**src/rtl/display_mux.sv**
```systemverilog
// display_mux: fixed-priority BCD source selector for the front-panel 7-segment digits.
// It keeps the last image lit for a hold time after the enables drop, blinks masked digits,
// and drives registered active-low segment outputs.
module display_mux #(
    parameter int unsigned NUM_SRC     = 2,
    parameter int unsigned NUM_DIGITS  = 6,
    parameter int unsigned BLINK_HALF  = 25_000_000,
    parameter int unsigned HOLD_CYCLES = 0,
    localparam int unsigned SW = (NUM_SRC > 1) ? $clog2(NUM_SRC) : 1
) (
    input  logic                             clk,
    input  logic                             rst,
    input  logic [NUM_SRC-1:0]               src_en,
    input  logic [NUM_SRC*NUM_DIGITS*4-1:0]  src_bcd,
    input  logic [NUM_SRC*NUM_DIGITS-1:0]    src_blink,
    output logic [NUM_DIGITS*7-1:0]          hex,
    output logic                             display_on,
    output logic [SW-1:0]                    active_src,
    output logic                             conflict
);

    localparam int unsigned HW = (HOLD_CYCLES > 0) ? $clog2(HOLD_CYCLES + 1) : 1;
    localparam int unsigned BW = $clog2(BLINK_HALF);

    logic [NUM_DIGITS*4-1:0] r_shadow, w_shadow_d;
    logic [NUM_DIGITS-1:0]   r_mask, w_mask_d;
    logic [HW-1:0]           r_hold, w_hold_d;
    logic                    r_disp, w_disp_d;
    logic [SW-1:0]           r_active, w_active_d;
    logic                    r_conflict;
    logic [BW-1:0]           r_blink_cnt;
    logic                    r_phase;
    logic [NUM_DIGITS*7-1:0] r_hex, w_hex_d;

    logic                    w_any;
    logic [SW-1:0]           w_winner;
    logic [3:0]              w_pop;
    logic [NUM_DIGITS*4-1:0] w_sel_bcd;
    logic [NUM_DIGITS-1:0]   w_sel_mask;
    logic                    w_restart;

    function automatic logic [6:0] f_encode(input logic [3:0] bcd);
        case (bcd)
            4'd0:    f_encode = 7'b1000000;
            4'd1:    f_encode = 7'b1111001;
            4'd2:    f_encode = 7'b0100100;
            4'd3:    f_encode = 7'b0110000;
            4'd4:    f_encode = 7'b0011001;
            4'd5:    f_encode = 7'b0010010;
            4'd6:    f_encode = 7'b0000010;
            4'd7:    f_encode = 7'b1111000;
            4'd8:    f_encode = 7'b0000000;
            4'd9:    f_encode = 7'b0010000;
            4'hA:    f_encode = 7'b0111111;
            default: f_encode = 7'b1111111;
        endcase
    endfunction

    // Pick the lowest-index requester and count requesters for conflict detection.
    always_comb begin
        w_winner = '0;
        w_pop    = '0;
        for (int s = int'(NUM_SRC) - 1; s >= 0; s--) begin
            if (src_en[s]) begin
                w_winner = SW'(s);
            end
            w_pop = w_pop + {3'b000, src_en[s]};
        end
        w_any = |src_en;
    end

    // Route the winning source's digits and blink mask.
    always_comb begin
        w_sel_bcd  = src_bcd[NUM_DIGITS*4-1:0];
        w_sel_mask = src_blink[NUM_DIGITS-1:0];
        for (int s = 0; s < int'(NUM_SRC); s++) begin
            if (w_winner == SW'(s)) begin
                w_sel_bcd  = src_bcd[s*NUM_DIGITS*4 +: NUM_DIGITS*4];
                w_sel_mask = src_blink[s*NUM_DIGITS +: NUM_DIGITS];
            end
        end
    end

    // Next image state: latch on any request, otherwise count down the hold time.
    always_comb begin
        w_shadow_d = r_shadow;
        w_mask_d   = r_mask;
        w_active_d = r_active;
        w_hold_d   = r_hold;
        w_disp_d   = r_disp;
        if (w_any) begin
            w_shadow_d = w_sel_bcd;
            w_mask_d   = w_sel_mask;
            w_active_d = w_winner;
            w_hold_d   = HW'(HOLD_CYCLES);
            w_disp_d   = 1'b1;
        end else if (r_hold != '0) begin
            w_hold_d = r_hold - HW'(1);
        end else begin
            w_disp_d = 1'b0;
        end
        // Blink restarts visible when the display lights up or the source changes.
        w_restart = (w_disp_d & ~r_disp) | (w_active_d != r_active);
    end

    // Segment image from the registered state, so hex lags the state by one edge.
    always_comb begin
        w_hex_d = '1;
        for (int d = 0; d < int'(NUM_DIGITS); d++) begin
            if (r_disp && !(r_mask[d] && r_phase)) begin
                w_hex_d[d*7 +: 7] = f_encode(r_shadow[d*4 +: 4]);
            end
        end
    end

    // Image, arbitration and hold registers.
    always_ff @(posedge clk or negedge rst) begin
        if (!rst) begin
            r_shadow   <= {NUM_DIGITS{4'hB}};
            r_mask     <= '0;
            r_active   <= '0;
            r_hold     <= '0;
            r_disp     <= 1'b0;
            r_conflict <= 1'b0;
        end else begin
            r_shadow   <= w_shadow_d;
            r_mask     <= w_mask_d;
            r_active   <= w_active_d;
            r_hold     <= w_hold_d;
            r_disp     <= w_disp_d;
            r_conflict <= (w_pop > 4'd1);
        end
    end

    // Blink half-period counter and phase.
    always_ff @(posedge clk or negedge rst) begin
        if (!rst) begin
            r_blink_cnt <= '0;
            r_phase     <= 1'b0;
        end else if (w_restart) begin
            r_blink_cnt <= '0;
            r_phase     <= 1'b0;
        end else if (r_blink_cnt == BW'(BLINK_HALF - 1)) begin
            r_blink_cnt <= '0;
            r_phase     <= ~r_phase;
        end else begin
            r_blink_cnt <= r_blink_cnt + BW'(1);
        end
    end

    // Registered segment outputs.
    always_ff @(posedge clk or negedge rst) begin
        if (!rst) begin
            r_hex <= '1;
        end else begin
            r_hex <= w_hex_d;
        end
    end

    assign hex        = r_hex;
    assign display_on = r_disp;
    assign active_src = r_active;
    assign conflict   = r_conflict;

endmodule

```
**config.mk**
```make
export PLATFORM = sky130hd
export DESIGN_NAME = display_mux
export DESIGN_NICKNAME = d
export VERILOG_FILES = /design/src/rtl/display_mux.sv
export SDC_FILE = /design/constraint.sdc
export NUM_CORES = 1
export LEC_CHECK = 0
export ABC_AREA = 1
export CELL_PAD_IN_SITES_DETAIL_PLACEMENT = 1
export CELL_PAD_IN_SITES_GLOBAL_PLACEMENT = 2
export CORE_MARGIN = 4
export CORE_UTILIZATION = 31
export CTS_CLUSTER_DIAMETER = 50
export DETAILED_ROUTE_END_ITERATION = 6
export MAX_ROUTING_LAYER = met4
export PLACE_DENSITY_LB_ADDON = 0.08
export SETUP_SLACK_MARGIN = 0.3
export SLEW_MARGIN = 10
export SYNTH_ARGS = -nofsm -noshare
export SYNTH_HDL_FRONTEND = slang
export SYNTH_SLANG_ARGS = --single-unit
```
**constraint.sdc**
```tcl
create_clock -name clk -period 2.1 [get_ports clk]
set_input_delay 0.42 -clock clk [delete_from_list [all_inputs] [get_ports clk]]
set_output_delay 0.42 -clock clk [all_outputs]
set_load 0.05 [all_outputs]
```
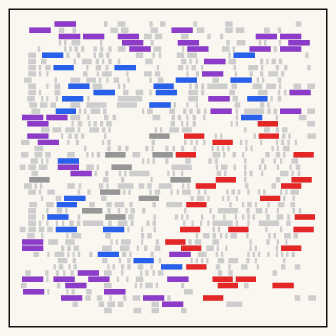
Figure 1: where the registers sit.
color	netlist name	flops
purple	hex	42
blue	r_shadow	24
red	r_blink_cnt	25

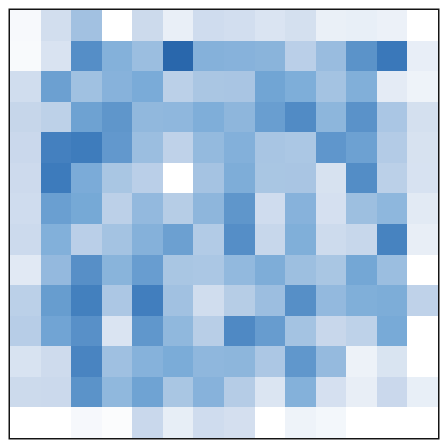
Figure 2: cell density map.
14 x 14 tiles, from white (low) to dark blue (high), 0 to 100% covered.
mean over tiles	35%
fullest tile	78%
nearly empty tiles	6.6%
tiles over 75% full	0.50%

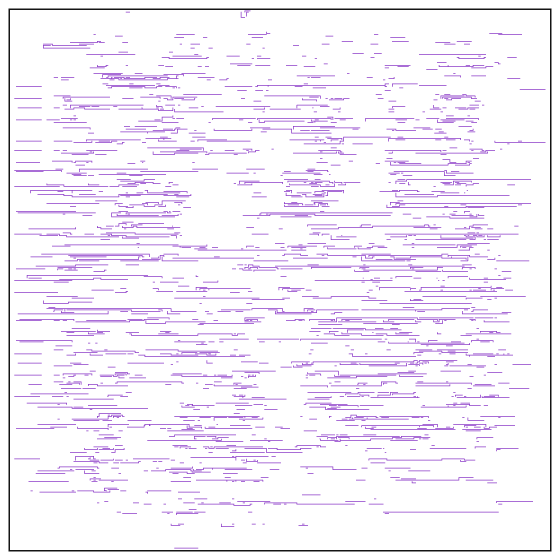
Figure 3: metal 1.
nets with wire on the layer	740
longest straight run	48.3 um

==> results.sh <==
# source this file to load flow results
export IMPL_final_cell_mix="nand2_1 (168), clkdlybuf4s50_1 (61), dfstp_2 (60)"
export IMPL_p_leak_nw=2.99
export IMPL_worst_pin_slew_ns=0.494
export IMPL_ys_sh_adder=0.0740
export IMPL_port_buffers=108
export IMPL_p_int_w=0.00379
export IMPL_clockBufferDepth=2
export IMPL_placedCellCount=931
export IMPL_async_reset_ff_frac=1.00
export IMPL_slowest_delay_ns=0.51
export IMPL_finClkSkew_ns=0.00917
export IMPL_synthToLayoutAreaGrowth_pct=30.7
export IMPL_min_from="src_en[0]"
export IMPL_drtAntennaViolNets=0
export IMPL_place_area_mm2=0.00658
export IMPL_critPathBufInv=1
export IMPL_ys_seq_frac=0.496
export IMPL_cp_required_ns=1.68
export IMPL_fin_cells=949
export IMPL_critPathMaxFanout=1
export IMPL_antenna_found_initial=1
export IMPL_syn_avg_cell_area_um2=8.67
export IMPL_slew_limit_headroom=0.672
export IMPL_drv_cap=0
export IMPL_gp_congestion=0.835
export IMPL_tool_warnings=52
export IMPL_crit_path_start_kind="flip-flop"
export IMPL_worstSetupStartpoint="hex[12]"
export IMPL_h_tree_depth=3
export IMPL_top_cell_area_share=0.301
export IMPL_r2r_setup_slack_ns=0.42
export IMPL_cts_tree="built"
export IMPL_reg2reg_from="r_blink_cnt[0]"
export IMPL_dieHeight_um=138
export IMPL_final_common_cell="nand2_1"
export IMPL_dp_hpwl_um=11800
export IMPL_hold_slack_ns=0.441
export IMPL_drv_slew=0
export IMPL_powerClk_w=0.00175
export IMPL_fin_crit_ns=1.76
export IMPL_fin_util=0.413
export IMPL_power_density_mw_per_mm2=841
export IMPL_grt_pass1_wl_um=26000
export IMPL_die_area_mm2=0.0191
export IMPL_yosys_area_mm2=0.00525
export IMPL_swShare=0.342
export IMPL_xor_area_frac=0.0200
export IMPL_synth_distinct_cells=27
export IMPL_synthSimpleGateAreaFrac=0.261
export IMPL_first_pass_iters=4
export IMPL_place_ws_ns=0.185
export IMPL_fp_utilization=0.316
export IMPL_via_count=4426
export IMPL_yosys_cells=605
export IMPL_worstSetupEndpointType="primary output"
export IMPL_grt_remaining_overflow=0
export IMPL_postCtsHoldBufs=1
export IMPL_largest_area_cell="dfstp_2"
export IMPL_logic_family="simple AND/OR/NAND/NOR gates"
export IMPL_clkLatencyLatePin_ns=0.35
export IMPL_grt_setup_unrepaired="yes"
export IMPL_yosys_most_used_dff="dfstp_2"
export IMPL_status="finished, final reports clean"
export IMPL_cts_resized=63
export IMPL_worst_path_max_delay_cell="dfstp_2"
export IMPL_r2r_cells=7
export IMPL_power_frac_comb=0.271
export IMPL_path_cells="clkdlybuf4s15_1"
export IMPL_io_pin_count=109
export IMPL_clock_sinks=101
export IMPL_vdd_ir_drop_max_uv=415
export IMPL_fin_ws_ns=0.341
export IMPL_final_cell_area_mm2=0.00685
export IMPL_post_cts_setup_buffer_count=0
export IMPL_area_leaders="dfstp_2 (30%), dfrtp_1 (20%), nand2_1 (12%)"
export IMPL_fmaxAchievable_mhz=568
export IMPL_vias_per_cell=4.66
export IMPL_syn_nets=700
export IMPL_largest_reg_flops=42
export IMPL_cpLargestDelayFamily="flip-flops"
export IMPL_p_clk_frac=0.305
export IMPL_arrival_ns=1.34
export IMPL_synthCells=605
export IMPL_path_clk_slew_ns=0.07
export IMPL_holdPathStages=3
export IMPL_die_w_um=138
export IMPL_cts_buffers_inserted=9
export IMPL_drive_above_1_share=0.234
export IMPL_yosys_warnings=0
export IMPL_aoi_share=0.0957
export IMPL_ctsRootBufferMaster="clkbuf_16"
export IMPL_setup_viol=0
export IMPL_finalCritPeriodShare=0.838
export IMPL_coreArea_mm2=0.0166
export IMPL_grt_start_max_net_pins=63
export IMPL_critPathKind="reg2out"
export IMPL_synth_edff_count=0
export IMPL_pg_comb_w=0.00156
export IMPL_power_frac_seq=0.424
export IMPL_ys_flops=101
export IMPL_dr_first_iter_drc_count=87
export IMPL_hold_viol=0
export IMPL_min_to="r_shadow[0]"
export IMPL_track_usage=0.171
export IMPL_wirelength_um=15300
export IMPL_hold_class="in2reg"
export IMPL_p_sw_w=0.00197
export IMPL_num_nets_final=818
export IMPL_ys_sh_mux=0
export IMPL_drc=0
export IMPL_r2r_end="r_blink_cnt[12]"
export IMPL_path_depth=1
export IMPL_grt_pass1_vias=4953
export IMPL_timing_setup_tns_ns=0
export IMPL_wire_per_inst_um=16.2
export IMPL_seq_cell_power_w=0.00245
export IMPL_finalPower_w=0.00576
export IMPL_synth_cell_area_mm2=0.00525
export IMPL_top_power_group="registers"
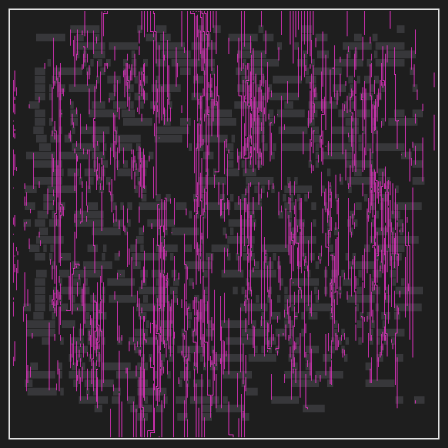
Figure 4: M2 wires.
Cells faint in the background.
longest straight run	58.1 um
main direction	vertical
nets with wire on the layer	699
wire length on this layer	7890 um

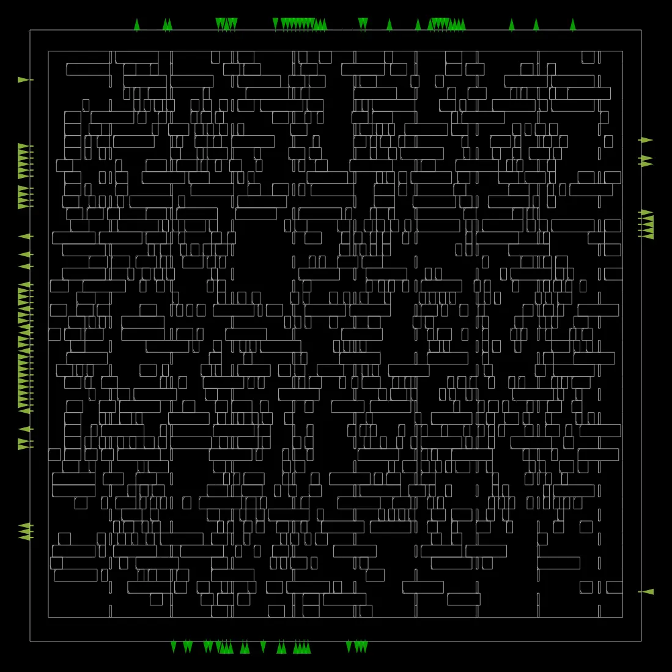
Figure 5: placed standard cells.
FP Rows: 47
# fillers: 1975

[cell type report]
cell class | count | area, um^2 | share of cell area
Sequential cell | 101 | 2600 | 0.380
Multi-Input combinational cell | 436 | 2370 | 0.346
Timing Repair Buffer | 118 | 1080 | 0.157
Clock buffer | 11 | 254 | 0.0371
Clock inverter | 5 | 57.6 | 0.00840
Inverter | 57 | 214 | 0.0312
Antenna cell | 1 | 2.50 | 0.000365
Tap cell | 220 | 275 | 0.0402
[cell families (layout without fill, tap and decap cells)]
| logic type | Yosys count | in the layout |
|---|---|---|
| compound gates | 83 | 83 |
| simple gates | 310 | 310 |
| xor+xnor | 12 | 12 |
| fa+ha+maj | 31 | 31 |
| flops | 101 | 101 |
| buf+inv | 68 | 191 |
| other cells | 0 | 1 |
[Yosys cell counts, types with 3 or more instances]
| master | n |
|---|---|
| dfrtp_1 | 41 |
| nor2_4 | 4 |
| clkbuf_1 | 4 |
| nand3_2 | 3 |
| or2_2 | 12 |
| xnor2_1 | 5 |
| o211ai_1 | 30 |
| a21oi_1 | 21 |
| dfstp_2 | 60 |
| nor2_1 | 54 |
| inv_1 | 55 |
| o21ai_0 | 31 |
| nand3_1 | 41 |
| xor2_1 | 7 |
| nor2_2 | 13 |
| buf_2 | 5 |
| nand2_2 | 4 |
| nand2_1 | 168 |
| nor3_1 | 7 |
| ha_1 | 31 |
[worst max-delay path by stage]
stage | to
after floorplan | r_blink_cnt[16]
after global placement | r_blink_cnt[24]
after detailed placement | r_blink_cnt[19]
after CTS | hex[5]
after global routing | r_blink_cnt[12]
final | hex[12]
[metal layers]
layer / GRT usage / wire, um / up-vias
met5: - / 0 / -
met4: 0.0432 / 187 / 0
met3: 0.0338 / 438 / 12
met2: 0.291 / 7890 / 69
met1: 0.210 / 6820 / 2162
li1: - / - / 2183
